$ cat config.mk
export PLATFORM = sky130hd
export DESIGN_NAME = alu_cmd_sequencer
export DESIGN_NICKNAME = d
export VERILOG_FILES = /design/src/rtl/alu_pkg.sv /design/src/rtl/ALU.sv /design/src/rtl/alu_cmd_sequencer.sv
export SDC_FILE = /design/constraint.sdc
export NUM_CORES = 1
export LEC_CHECK = 0
export ABC_AREA = 1
export CAP_MARGIN = 20
export CORE_ASPECT_RATIO = 1.4
export CORE_MARGIN = 8
export CORE_UTILIZATION = 30
export DETAILED_ROUTE_END_ITERATION = 8
export PLACE_DENSITY_LB_ADDON = 0.25
export SYNTH_ARGS = -nofsm -noshare
export SYNTH_HDL_FRONTEND = slang
export SYNTH_SLANG_ARGS = --single-unit
$ cat constraint.sdc
create_clock -name clk -period 7.3 [get_ports clk]
set_input_delay 1.46 -clock clk [delete_from_list [all_inputs] [get_ports clk]]
set_output_delay 1.46 -clock clk [all_outputs]
set_load 0.005 [all_outputs]
$ cat src/rtl/alu_pkg.sv
// alu_pkg
// Shared definitions for the ALU command sequencer and the ALU it drives:
// datapath widths, the 4-bit ALU opcode set, the sequencer state encoding
// and a helper that tells legal opcodes from reserved ones.
package alu_pkg;

    localparam int WIDTH = 32;
    localparam int REP_W = 4;

    localparam logic [3:0] OP_COPY_A = 4'b0000;
    localparam logic [3:0] OP_COPY_B = 4'b0001;
    localparam logic [3:0] OP_INC_A1 = 4'b0010;
    localparam logic [3:0] OP_DEC_A1 = 4'b0011;
    localparam logic [3:0] OP_INC_A4 = 4'b0100;
    localparam logic [3:0] OP_DEC_A4 = 4'b0101;
    localparam logic [3:0] OP_ADD    = 4'b0110;
    localparam logic [3:0] OP_SUB    = 4'b0111;
    localparam logic [3:0] OP_AND    = 4'b1000;
    localparam logic [3:0] OP_OR     = 4'b1001;

    typedef enum logic [2:0] {
        ST_IDLE = 3'd0,
        ST_LD_A = 3'd1,
        ST_LD_B = 3'd2,
        ST_EXEC = 3'd3,
        ST_RESP = 3'd4
    } state_t;

    // Opcodes above OR (1010..1111) are reserved.
    function automatic logic is_legal_op(input logic [3:0] op);
        return (op <= OP_OR);
    endfunction

endpackage

$ cat src/rtl/ALU.sv
// ALU
// Purely combinational 32-bit ALU used by the command sequencer.
// Ports:
//   op1   - operand A
//   op2   - operand B
//   ALUOP - 4-bit opcode (see alu_pkg); reserved opcodes yield 0
//   data  - result, modulo 2^WIDTH
//   zero  - high when data is all zeros
module ALU
    import alu_pkg::*;
#(
    parameter int WIDTH = alu_pkg::WIDTH
) (
    input  logic [WIDTH-1:0] op1,
    input  logic [WIDTH-1:0] op2,
    input  logic [3:0]       ALUOP,
    output logic [WIDTH-1:0] data,
    output logic             zero
);

    localparam logic [WIDTH-1:0] ONE  = WIDTH'(1);
    localparam logic [WIDTH-1:0] FOUR = WIDTH'(4);

    always_comb begin
        data = '0;
        case (ALUOP)
            OP_COPY_A: data = op1;
            OP_COPY_B: data = op2;
            OP_INC_A1: data = op1 + ONE;
            OP_DEC_A1: data = op1 - ONE;
            OP_INC_A4: data = op1 + FOUR;
            OP_DEC_A4: data = op1 - FOUR;
            OP_ADD:    data = op1 + op2;
            OP_SUB:    data = op1 - op2;
            OP_AND:    data = op1 & op2;
            OP_OR:     data = op1 | op2;
            default:   data = '0;
        endcase
    end

    assign zero = (data == '0);

endmodule

$ cat src/rtl/alu_cmd_sequencer.sv
// alu_cmd_sequencer
// Multi-cycle controller around the ALU. Accepts a command, collects
// operands A then B as two beats from the shared bus, runs 1..2^REP_W
// ALU passes (feeding the result back into A between passes) and returns
// result, zero flag and pass count on a response port.
//
// Handshakes: every port uses valid/ready; a transfer happens on a rising
// edge where both are high. Ready/valid outputs depend only on the state
// register (cmd_ready is additionally forced low while rst is high).
//
// Ports:
//   clk, rst                              - clock, synchronous active-high reset
//   cmd_valid/cmd_ready, cmd_op,
//   cmd_rep, cmd_stop_zero                - command port
//   bus_data/bus_valid/bus_ready          - operand beats (A then B)
//   res_valid/res_ready, res_data,
//   res_zero, res_err, res_iters          - response port
//   dbg_state                             - current FSM state
module alu_cmd_sequencer
    import alu_pkg::*;
#(
    parameter int WIDTH = alu_pkg::WIDTH,
    parameter int REP_W = alu_pkg::REP_W
) (
    input  logic             clk,
    input  logic             rst,
    input  logic             cmd_valid,
    output logic             cmd_ready,
    input  logic [3:0]       cmd_op,
    input  logic [REP_W-1:0] cmd_rep,
    input  logic             cmd_stop_zero,
    input  logic [WIDTH-1:0] bus_data,
    input  logic             bus_valid,
    output logic             bus_ready,
    output logic             res_valid,
    input  logic             res_ready,
    output logic [WIDTH-1:0] res_data,
    output logic             res_zero,
    output logic             res_err,
    output logic [REP_W:0]   res_iters,
    output state_t           dbg_state
);

    localparam logic [REP_W-1:0] REM_ONE  = REP_W'(1);
    localparam logic [REP_W:0]   ITER_ONE = (REP_W + 1)'(1);

    state_t             state_q;
    logic [3:0]         op_q;
    logic               stop_q;
    logic [WIDTH-1:0]   a_q;
    logic [WIDTH-1:0]   b_q;
    logic [REP_W-1:0]   rem_q;    // passes still allowed after the current one
    logic [REP_W:0]     iter_q;   // passes completed before the current one
    logic [WIDTH-1:0]   res_data_q;
    logic               res_zero_q;
    logic               res_err_q;
    logic [REP_W:0]     res_iters_q;

    logic [WIDTH-1:0]   alu_data;
    logic               alu_zero;

    ALU #(.WIDTH(WIDTH)) u_alu (
        .op1   (a_q),
        .op2   (b_q),
        .ALUOP (op_q),
        .data  (alu_data),
        .zero  (alu_zero)
    );

    always_ff @(posedge clk) begin
        if (rst) begin
            state_q     <= ST_IDLE;
            op_q        <= '0;
            stop_q      <= 1'b0;
            a_q         <= '0;
            b_q         <= '0;
            rem_q       <= '0;
            iter_q      <= '0;
            res_data_q  <= '0;
            res_zero_q  <= 1'b0;
            res_err_q   <= 1'b0;
            res_iters_q <= '0;
        end else begin
            case (state_q)
                ST_IDLE: begin
                    if (cmd_valid) begin
                        op_q   <= cmd_op;
                        rem_q  <= cmd_rep;
                        stop_q <= cmd_stop_zero;
                        iter_q <= '0;
                        if (is_legal_op(cmd_op)) begin
                            state_q <= ST_LD_A;
                        end else begin
                            // Reserved opcode: answer at once, no bus beats.
                            res_data_q  <= '0;
                            res_zero_q  <= 1'b0;
                            res_err_q   <= 1'b1;
                            res_iters_q <= '0;
                            state_q     <= ST_RESP;
                        end
                    end
                end
                ST_LD_A: begin
                    if (bus_valid) begin
                        a_q     <= bus_data;
                        state_q <= ST_LD_B;
                    end
                end
                ST_LD_B: begin
                    if (bus_valid) begin
                        b_q     <= bus_data;
                        state_q <= ST_EXEC;
                    end
                end
                ST_EXEC: begin
                    // The zero-stop test applies to every pass, including the first.
                    if ((rem_q != '0) && !(stop_q && alu_zero)) begin
                        a_q    <= alu_data;
                        rem_q  <= rem_q - REM_ONE;
                        iter_q <= iter_q + ITER_ONE;
                    end else begin
                        res_data_q  <= alu_data;
                        res_zero_q  <= alu_zero;
                        res_err_q   <= 1'b0;
                        res_iters_q <= iter_q + ITER_ONE;
                        state_q     <= ST_RESP;
                    end
                end
                ST_RESP: begin
                    if (res_ready) begin
                        state_q <= ST_IDLE;
                    end
                end
                default: state_q <= ST_IDLE;
            endcase
        end
    end

    // cmd_ready is masked by rst so it reads 0 for the whole reset pulse.
    assign cmd_ready = (state_q == ST_IDLE) && !rst;
    assign bus_ready = (state_q == ST_LD_A) || (state_q == ST_LD_B);
    assign res_valid = (state_q == ST_RESP);
    assign res_data  = res_data_q;
    assign res_zero  = res_zero_q;
    assign res_err   = res_err_q;
    assign res_iters = res_iters_q;
    assign dbg_state = state_q;

endmodule

==> flow_summary.ini, run 1 <==
; yosys + openroad results
[detailed_routing]
via_per_inst = 5.17
drt_iter0_drc = 983
dr_wl_met3_mm = 2.03
postRouteAntennaNets = 0
wl_met1_mm = 20.5
met2_length_mm = 23.5
drcViolationCount = 0
wl_per_cell_um = 18.2
dr.pass1.iters = 5
wl_mm = 47.4

[final_layout]
antennaDiodeCount = 0
fin_nets = 2224
fin_util_pct = 35.4
lay_top_cells = nand2_1, inv_1, nor2_1
seq_area_um2 = 2400
fillers = 4234
logic_area_um2 = 7790

[critical_path]
reg2reg_slack_ps = 1090
r2r_cells = 35
rr_endpoint = res_data[15]
startpoint = b_q[0]
start_kind = flop
r2r_start = b_q[0]
path_class = flop to flop
critPathCaptureType = flop
crit_required_ps = 7560
cp_slowest_stage_delay_ps = 390
slowest_stage = nand3_2
worstSetupEndpoint = res_data[15]

[floorplan]
die_height_um = 248
core_region_area_um2 = 38200
die_area_um2 = 45000
ios = 91
die_w_um = 182
num_rows = 85

[clock_network]
insertion_delay_ps = 420
cts_tree = built
h-tree-depth = 4
post_cts_buffers = 0
numCtsBuffers = 17
ctsResizeCount = 0
root_buffer = clkbuf_16
cts-hold-fix-buffers = 0

[synthesis]
xor_area_share_pct = 0.304
yosys_area_um2 = 11500
ys_cells = 2056
synth_cells = 2056
ys_sh_adder_pct = 7.08
synthAoiAreaFrac_pct = 19.0
synth-edff-count = 0
topCombFamilyByArea = simple AND/OR/NAND/NOR gates
ys_types = 46
synth_nets = 2166
syn_area_um2 = 11500
ys.flop_type = dfxtp_1
ys.warnings.count = 0
muxShareOfSynthArea_pct = 0
simple_gate_share_pct = 41.1
yosys.stat.seqShare_pct = 20.8
ys_async_sr_fraction_pct = 0

[global_route]
grt_overflow = 0
grt_max_degree = 77
grt_pass1_vias = 12900
top_usage_layer = met2
use_met3_pct = 1.99
gr-usage-met2_pct = 37.3

[flow_run]
drv_cap = 0
tool_warnings = 26

[sta]
rsz0062_at_grt = false
postLayoutSetupSlackWorst_ps = 1090
tns_ps = 0
min_period_over_period_pct = 85.0
fin_skew_ps = 9.18
layout_min_cycle_time_ps = 6210
finalHoldViolCount = 0
max_slew_margin_pct = 27.1
setup_viol = 0
fmax_mhz = 161

[placement]
place_ws_ps = 1110
placed_cells = 2573
routabilityCongestion = 0.926
placed_area_um2 = 12900
hpwl_mm = 38.2
portBuffers = 90

[min_path]
hold_path_class = flop to flop
min_to = res_data[6]

[pwr]
power_switching_mw = 1.75
p_int_mw = 1.94
vdd_drop_max_uv = 205
p_comb_share_pct = 49.5
p_leak_nw = 6.34
total_power_mw = 3.69
p_seq_share_pct = 24.9
powerDensity_nw_per_um2 = 273
p_sw_share_pct = 47.4
p_clk_share_pct = 25.6

[outcome]
status = finished clean
-- run 1: Yosys cell counts, types with 3 or more instances --
cell type / instances / area [um2]
o211ai_1: 20 / 150
o21ai_0: 153 / 766
a31oi_1: 3 / 18.8
inv_2: 7 / 26.3
o21bai_1: 9 / 67.6
nor4_1: 3 / 18.8
nand3b_1: 33 / 248
nand2_1: 599 / 2250
ha_1: 62 / 776
nand4_1: 27 / 169
a21o_1: 3 / 22.5
nor2_1: 208 / 781
inv_1: 272 / 1020
a22oi_1: 7 / 52.6
clkbuf_1: 47 / 176
nand2_2: 5 / 31.3
a21oi_1: 183 / 916
buf_1: 3 / 11.3
o221ai_1: 4 / 35.0
dfxtp_1: 120 / 2400
nand3_1: 176 / 881
and2_1: 4 / 25.0
or2_2: 9 / 56.3
a221oi_1: 3 / 26.3
nor2_2: 6 / 37.5
nor3_1: 37 / 185
o21ai_1: 11 / 55.1
buf_2: 15 / 75.1
-- run 1: critical path: cells and delay by family (launching register included) --
family,cells,cell delay [ps]
and+or+nand+nor,25,3980
AOI/OAI and AO/OA,3,380
adders and majority gates,2,550
DFF,1,330
buffers and inverters,5,780
-- run 1: power groups by stage --
stage,Sequential [mW],Combinational [mW],Clock (mW)
CTS,0.913,1.81,0.958
detailed placement,0.926,1.80,0
global placement,0.923,1.80,0
floorplan,0.861,1.26,0
global route,0.934,2.02,0.982
finish,0.917,1.83,0.946
-- run 1: area by class of cell --
type | instances | area share [%]
Clock buffer | 21 | 3.48
Clock inverter | 11 | 1.42
Inverter | 279 | 7.74
Multi-Input combinational cell | 1588 | 57.6
Sequential cell | 120 | 17.8
Tap cell | 478 | 4.42
Timing Repair Buffer | 108 | 7.62
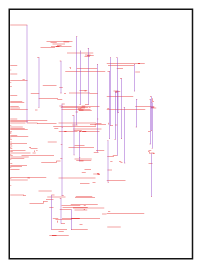
(run_1/layers.png)
Drawn at 1 px/um. Only two layers are drawn.
Key: M4 = purple [wire length 1,390 um]; M3 = red [wire length 2,030 um]
All-Layer GR Usage: 20.6%
total number of vias: 13,500

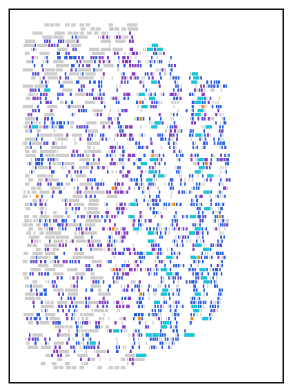
(run_1/gates.png)
Drawn at 1.5 px/um.
Key: aoi and oai cells = purple [cells 401, most used a21oi_1]; fa/ha/maj cells = cyan [cells 64, most used ha_1, where a vertical strip down the middle]; nand cells = blue [cells 842, most used nand2_1]; and/or cells = orange [cells 15, most used or2_2]
fraction of area in multi-input gates: 57.6%
Finished Layout Cells: 2,605
Commonest Layout Cell: nand2_1

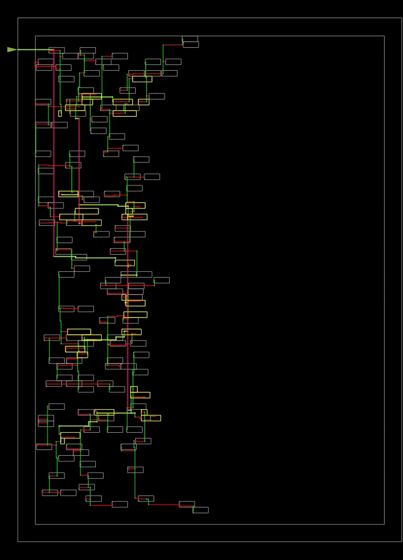
(run_1/clock_nets.png)
clkbuf count: 21
CTS sink cnt: 120

==> inputs of run 2 (changes only) <==
--- a/config.mk
+++ b/config.mk
@@ -10,6 +10,7 @@
 export CORE_ASPECT_RATIO = 1.4
 export CORE_MARGIN = 8
 export CORE_UTILIZATION = 30
+export CTS_CLUSTER_DIAMETER = 200
 export DETAILED_ROUTE_END_ITERATION = 8
 export PLACE_DENSITY_LB_ADDON = 0.25
 export SYNTH_ARGS = -nofsm -noshare
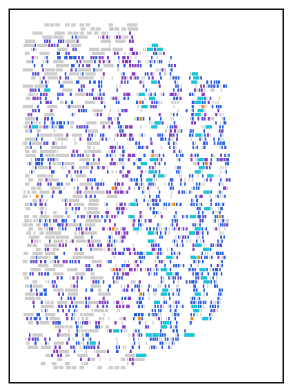
(run_2/gates.png)
Drawn at 1.5 px/um.
Key: aoi and oai cells = purple [cells 401, most used a21oi_1]; nand cells = blue [cells 842, most used nand2_1]; and/or cells = orange [cells 15, most used or2_2]; fa/ha/maj cells = cyan [cells 64, most used ha_1, where a vertical strip down the middle]

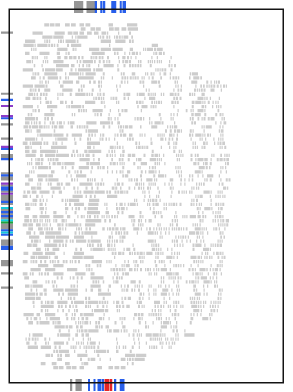
(run_2/pinout.png)
Drawn at 1.5 px/um. Pins as bars across the die edge, other pins in grey.
Key: res_iters = purple [pins 5, direction output, edge west]; bus_data = blue [pins 32, direction input, edge 14 west, 9 south, 9 north]; dbg_state = cyan [pins 3, direction output, edge west]; res_ready = green [pins 1, direction input, edge west]; cmd_op = red [pins 4, direction input, edge south]
Buffers on Ports: 90
Die H: 248 um
die width: 182 um

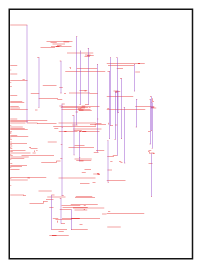
(run_2/layers.png)
Drawn at 1 px/um. Only two layers are drawn.
Key: M3 = red [wire length 2,030 um]; M4 = purple [wire length 1,390 um]
total wire length: 47.4 mm
WL/cell: 18.2 um

==> flow_summary.ini, run 2 <==
; yosys + openroad results
[synthesis]
ys.flops = 120
ys_async_sr_fraction_pct = 0
syn_area_um2 = 11500
yosysTopAreaCell = dfxtp_1
synth_nets = 2166
ys.warnings.count = 0
synth_top_area_share_pct = 20.8
yosys_area_um2 = 11500
synth-edff-count = 0
ys_cells = 2056
ys_types = 46
yosys.stat.seqShare_pct = 20.8
common_cells = nand2_1, inv_1, nor2_1
ys.flop_type = dfxtp_1
synth_area_per_cell_um2 = 5.61
most_common_cell = nand2_1
synth_cells = 2056
area_leaders = dfxtp_1, nand2_1, inv_1

[pwr]
vdd_drop_max_uv = 205
total_power_mw = 3.69
p_leak_nw = 6.34
powerDensity_nw_per_um2 = 273

[placement]
placed_area_um2 = 12900
routabilityCongestion = 0.926
place_ws_ps = 1110
placed_cells = 2573
hpwl_mm = 38.2

[global_route]
grt_max_degree = 77
grt_pass1_wl_mm = 72.9
grt_pass1_vias = 12900
grt_usage_pct = 20.6
grt_overflow = 0

[floorplan]
ios = 91
fp_util_pct = 30.2
num_rows = 85
die_area_um2 = 45000
core_region_area_um2 = 38200

[critical_path]
startpoint = b_q[0]
crit_required_ps = 7560
start_kind = flop
cp_max_fo = 24
worstSetupEndpoint = res_data[15]
r2r_start = b_q[0]
rr_endpoint = res_data[15]
cp_slowest_stage_delay_ps = 390
r2r_cells = 35
slowest_stage = nand3_2
path_class = flop to flop
critPathCaptureType = flop
reg2reg_slack_ps = 1090

[outcome]
status = finished clean

[final_layout]
lay_top_cells = nand2_1, inv_1, nor2_1
fin_util_pct = 35.4
fin_nets = 2224
seq_area_um2 = 2400
layout-drive-gt1-share_pct = 4.09
lay_top_count = nand2_1
fillers = 4234
final_cells = 2605
areaGrowthSynthToFinish_pct = 17.3
antennaDiodeCount = 0
logic_area_um2 = 7790

[min_path]
hold_path_class = flop to flop

[clock_network]
clk_pin_slew_worst_paths_ps = 60
insertion_delay_ps = 420
numCtsBuffers = 17
cts_tree = built
post_cts_buffers = 0
cts-hold-fix-buffers = 0
h-tree-depth = 4
numClockSinks = 120
root_buffer = clkbuf_16
ctsResizeCount = 0

[detailed_routing]
drt_iter0_drc = 983
vias = 13500
via_per_inst = 5.17
drcViolationCount = 0
postRouteAntennaNets = 0
dr.pass1.iters = 5

[sta]
fin_skew_ps = 9.18
setup_viol = 0
tns_ps = 0
max_slew_margin_pct = 27.1
slew_violations = 0
fmax_mhz = 161
postLayoutSetupSlackWorst_ps = 1090
rsz0062_at_grt = false
finalHoldViolCount = 0
layout_min_cycle_time_ps = 6210
min_period_over_period_pct = 85.0

[flow_run]
drv_cap = 0
tool_warnings = 26
## run 2: cell counts after synthesis
Identical to the previous run, type by type.
## run 2: cells by family after synthesis
kind of cell    count (synthesis)  synth area share [%]
compound gates                406                  19.0
xor+xnor                        4                 0.304
fa+ha+maj                      64                  7.08
buf+inv                       348                  11.7
flops                         120                  20.8
simple gates                 1114                  41.1
## run 2: worst min-delay path by stage
| stage | end | cells past startpoint | slack (ps) |
|---|---|---|---|
| after floorplan | stop_q | 2 | 440 |
| after global placement | res_err | 2 | 440 |
| after detailed placement | res_data[4] | 2 | 460 |
| after CTS | res_data[4] | 2 | 470 |
| after global routing | res_data[31] | 2 | 490 |
| final | res_data[6] | 2 | 460 |
## run 2: power breakdown
group / switching [mW] / internal [mW]
combinational: 1.28 / 0.546
clock: 0.313 / 0.633
sequential: 0.158 / 0.760
## run 2: final cells by class
| cell class | instances | area share (%) |
|---|---|---|
| multi-input combinational | 1588 | 57.6 |
| sequential | 120 | 17.8 |
| inverter | 279 | 7.74 |
| timing repair buffer | 108 | 7.62 |
| tap | 478 | 4.42 |
| clock buffer | 21 | 3.48 |
| clock inverter | 11 | 1.42 |
## run 2: per-layer routing
metal | wire length [um] | vias to the layer above | GRT usage [%]
met3 | 2030 | 62 | 1.99
met5 | 0 | - | 0
met1 | 20500 | 6204 | 25.0
met4 | 1390 | 0 | 7.25
li1 | - | 6838 | -
met2 | 23500 | 375 | 37.3
## run 2: worst max-delay path, delay by kind of cell (launching register included)
kind,cells,cell delay [ps]
simple gates,25,3980
buf+inv,5,780
compound gates,3,380
fa+ha+maj,2,550
flops,1,330
==> inputs of run 3 (changes only) <==
--- a/config.mk
+++ b/config.mk
@@ -13,6 +13,7 @@
 export CTS_CLUSTER_DIAMETER = 200
 export DETAILED_ROUTE_END_ITERATION = 8
 export PLACE_DENSITY_LB_ADDON = 0.25
+export SKIP_CTS_REPAIR_TIMING = 1
 export SYNTH_ARGS = -nofsm -noshare
 export SYNTH_HDL_FRONTEND = slang
 export SYNTH_SLANG_ARGS = --single-unit
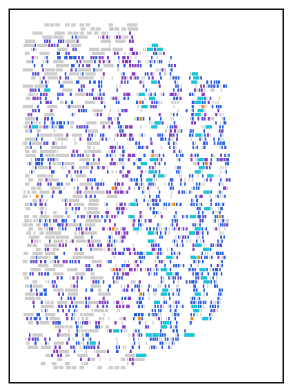
(run_3/gates.png)
Drawn at 1.5 px/um.
Key: fa/ha/maj cells = cyan [cells 64, most used ha_1, where a vertical strip down the middle]; aoi and oai cells = purple [cells 401, most used a21oi_1]; nand cells = blue [cells 842, most used nand2_1]; and/or cells = orange [cells 15, most used or2_2]

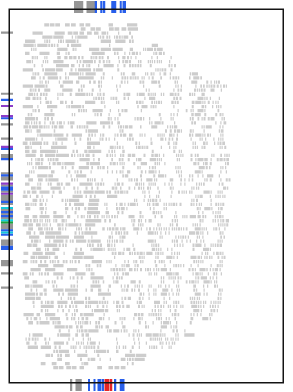
(run_3/pinout.png)
Drawn at 1.5 px/um. Pins as bars across the die edge, other pins in grey.
Key: res_ready = green [pins 1, direction input, edge west]; dbg_state = cyan [pins 3, direction output, edge west]; res_iters = purple [pins 5, direction output, edge west]; bus_data = blue [pins 32, direction input, edge 14 west, 9 south, 9 north]; cmd_op = red [pins 4, direction input, edge south]
All pins by edge: 52 west, 21 north, 18 south.

==> flow_summary.ini, run 3 <==
; yosys + openroad results
[final_layout]
fin_nets = 2224
lay_top_cells = nand2_1, inv_1, nor2_1
layout-drive-gt1-share_pct = 4.09
areaGrowthSynthToFinish_pct = 17.3
fin_util_pct = 35.4
lay_top_count = nand2_1
antennaDiodeCount = 0

[critical_path]
path_class = flop to flop
r2r_cells = 35
crit_arrival_ps = 6470
r2r_start = b_q[0]
reg2reg_slack_ps = 1090
worstSetupEndpoint = res_data[15]
cp_max_fo = 24
critPathCaptureType = flop
crit_required_ps = 7560
rr_endpoint = res_data[15]
start_kind = flop
path_common_cell = nand2_1
startpoint = b_q[0]
slowest_stage = nand3_2
cp_slowest_stage_delay_ps = 390

[pwr]
vdd_drop_max_uv = 205
powerDensity_nw_per_um2 = 273
total_power_mw = 3.69
p_leak_nw = 6.34

[floorplan]
fp_util_pct = 30.2
core_region_area_um2 = 38200
die_area_um2 = 45000
num_rows = 85
die_height_um = 248
ios = 91
die_w_um = 182

[synthesis]
synth_top_area_share_pct = 20.8
most_common_cell = nand2_1
syn_area_um2 = 11500
area_leaders = dfxtp_1, nand2_1, inv_1
yosys_area_um2 = 11500
synth_cells = 2056
synth-edff-count = 0
ys.flops = 120
synth_nets = 2166
yosys.stat.seqShare_pct = 20.8
common_cells = nand2_1, inv_1, nor2_1
ys_types = 46
ys_async_sr_fraction_pct = 0
yosysTopAreaCell = dfxtp_1
ys.warnings.count = 0
synth_area_per_cell_um2 = 5.61
ys_cells = 2056
ys.flop_type = dfxtp_1

[sta]
tns_ps = 0
max_slew_margin_pct = 27.1
fin_skew_ps = 9.18
layout_min_cycle_time_ps = 6210
fmax_mhz = 161
worst_pin_slew_ps = 1090
min_period_over_period_pct = 85.0
setup_viol = 0
finalHoldViolCount = 0
timing.hold.ws_ps = 462
rsz0062_at_grt = false
slew_violations = 0

[global_route]
grt_pass1_vias = 12900
grt_usage_pct = 20.6
antenna_found_initial = 0
grt_overflow = 0
grt_max_degree = 77
grt_pass1_wl_mm = 72.9

[outcome]
status = finished clean

[clock_network]
insertion_delay_ps = 420
numClockSinks = 120
cts_tree = built
root_buffer = clkbuf_16
numCtsBuffers = 17
h-tree-depth = 4
clk_pin_slew_worst_paths_ps = 60
cts_buffer_depth = 2

[flow_run]
drv_cap = 0
tool_warnings = 26

[detailed_routing]
wl_mm = 47.4
drt_iter0_drc = 983
wl_per_cell_um = 18.2
via_per_inst = 5.17
postRouteAntennaNets = 0
dr.pass1.iters = 5
drcViolationCount = 0
vias = 13500

[placement]
hpwl_mm = 38.2
routabilityCongestion = 0.926
portBuffers = 90

[min_path]
whs_path_depth = 2
hold_path_class = flop to flop
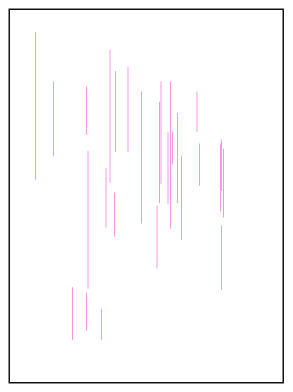
(run_3/m4.png)
Drawn at 1.5 px/um.
The wires run mostly vertical. The layer carries 1,390 um of wire. The layer holds 2.9% of the routed length. 26 nets have wire on it.

[run 3: cell counts after synthesis]
No cell type changed its count.
[run 3: stage by stage]
step                area [um2]  std cells  setup slack, ps
floorplan                11500       2056             2980
global placement         12900       2573             1180
detailed placement       12900       2573             1110
CTS                      13500       2605             1100
global route             13500       2605              330
finish                   13500       2605             1090
[run 3: area by class of cell]
class | instances | area, um2
fillers | 4234 | 24700
multi-input cells | 1588 | 7790
flip-flops and latches | 120 | 2400
inverters | 279 | 1050
repair buffers | 108 | 1030
well taps | 478 | 598
clock buffers | 21 | 470
clock inverters | 11 | 193
[run 3: per-layer routing]
layer	up-vias	wire, um	global-route usage, %
met5	-	0	0
met4	0	1390	7.25
met3	62	2030	1.99
met2	375	23500	37.3
met1	6204	20500	25.0
li1	6838	-	-
[run 3: worst max-delay path: cells and delay by family, from the launching register on]
family | cells | cell delay (ps)
AND/OR/NAND/NOR | 25 | 3980
AND-OR/OR-AND | 3 | 380
buffers and inverters | 5 | 780
adder cells (fa/ha/maj) | 2 | 550
flip-flops | 1 | 330
[run 3: kinds of logic after synthesis]
group,Yosys count,synth area share (%)
simple gates,1114,41.1
compound gates,406,19.0
buf+inv,348,11.7
flops,120,20.8
fa+ha+maj,64,7.08
xor+xnor,4,0.304
[run 3: worst min path at each step]
stage / from / end / slack [ps]
final: res_data[6] / res_data[6] / 460
after CTS: res_data[4] / res_data[4] / 470
after detailed placement: res_data[4] / res_data[4] / 460
after global routing: res_data[31] / res_data[31] / 490
after global placement: res_err / res_err / 440
after floorplan: stop_q / stop_q / 440
[run 3: where the power goes]
group / switching (mW) / internal [mW]
clock network: 0.313 / 0.633
registers: 0.158 / 0.760
logic: 1.28 / 0.546
Power and IR drop assume default switching activity.
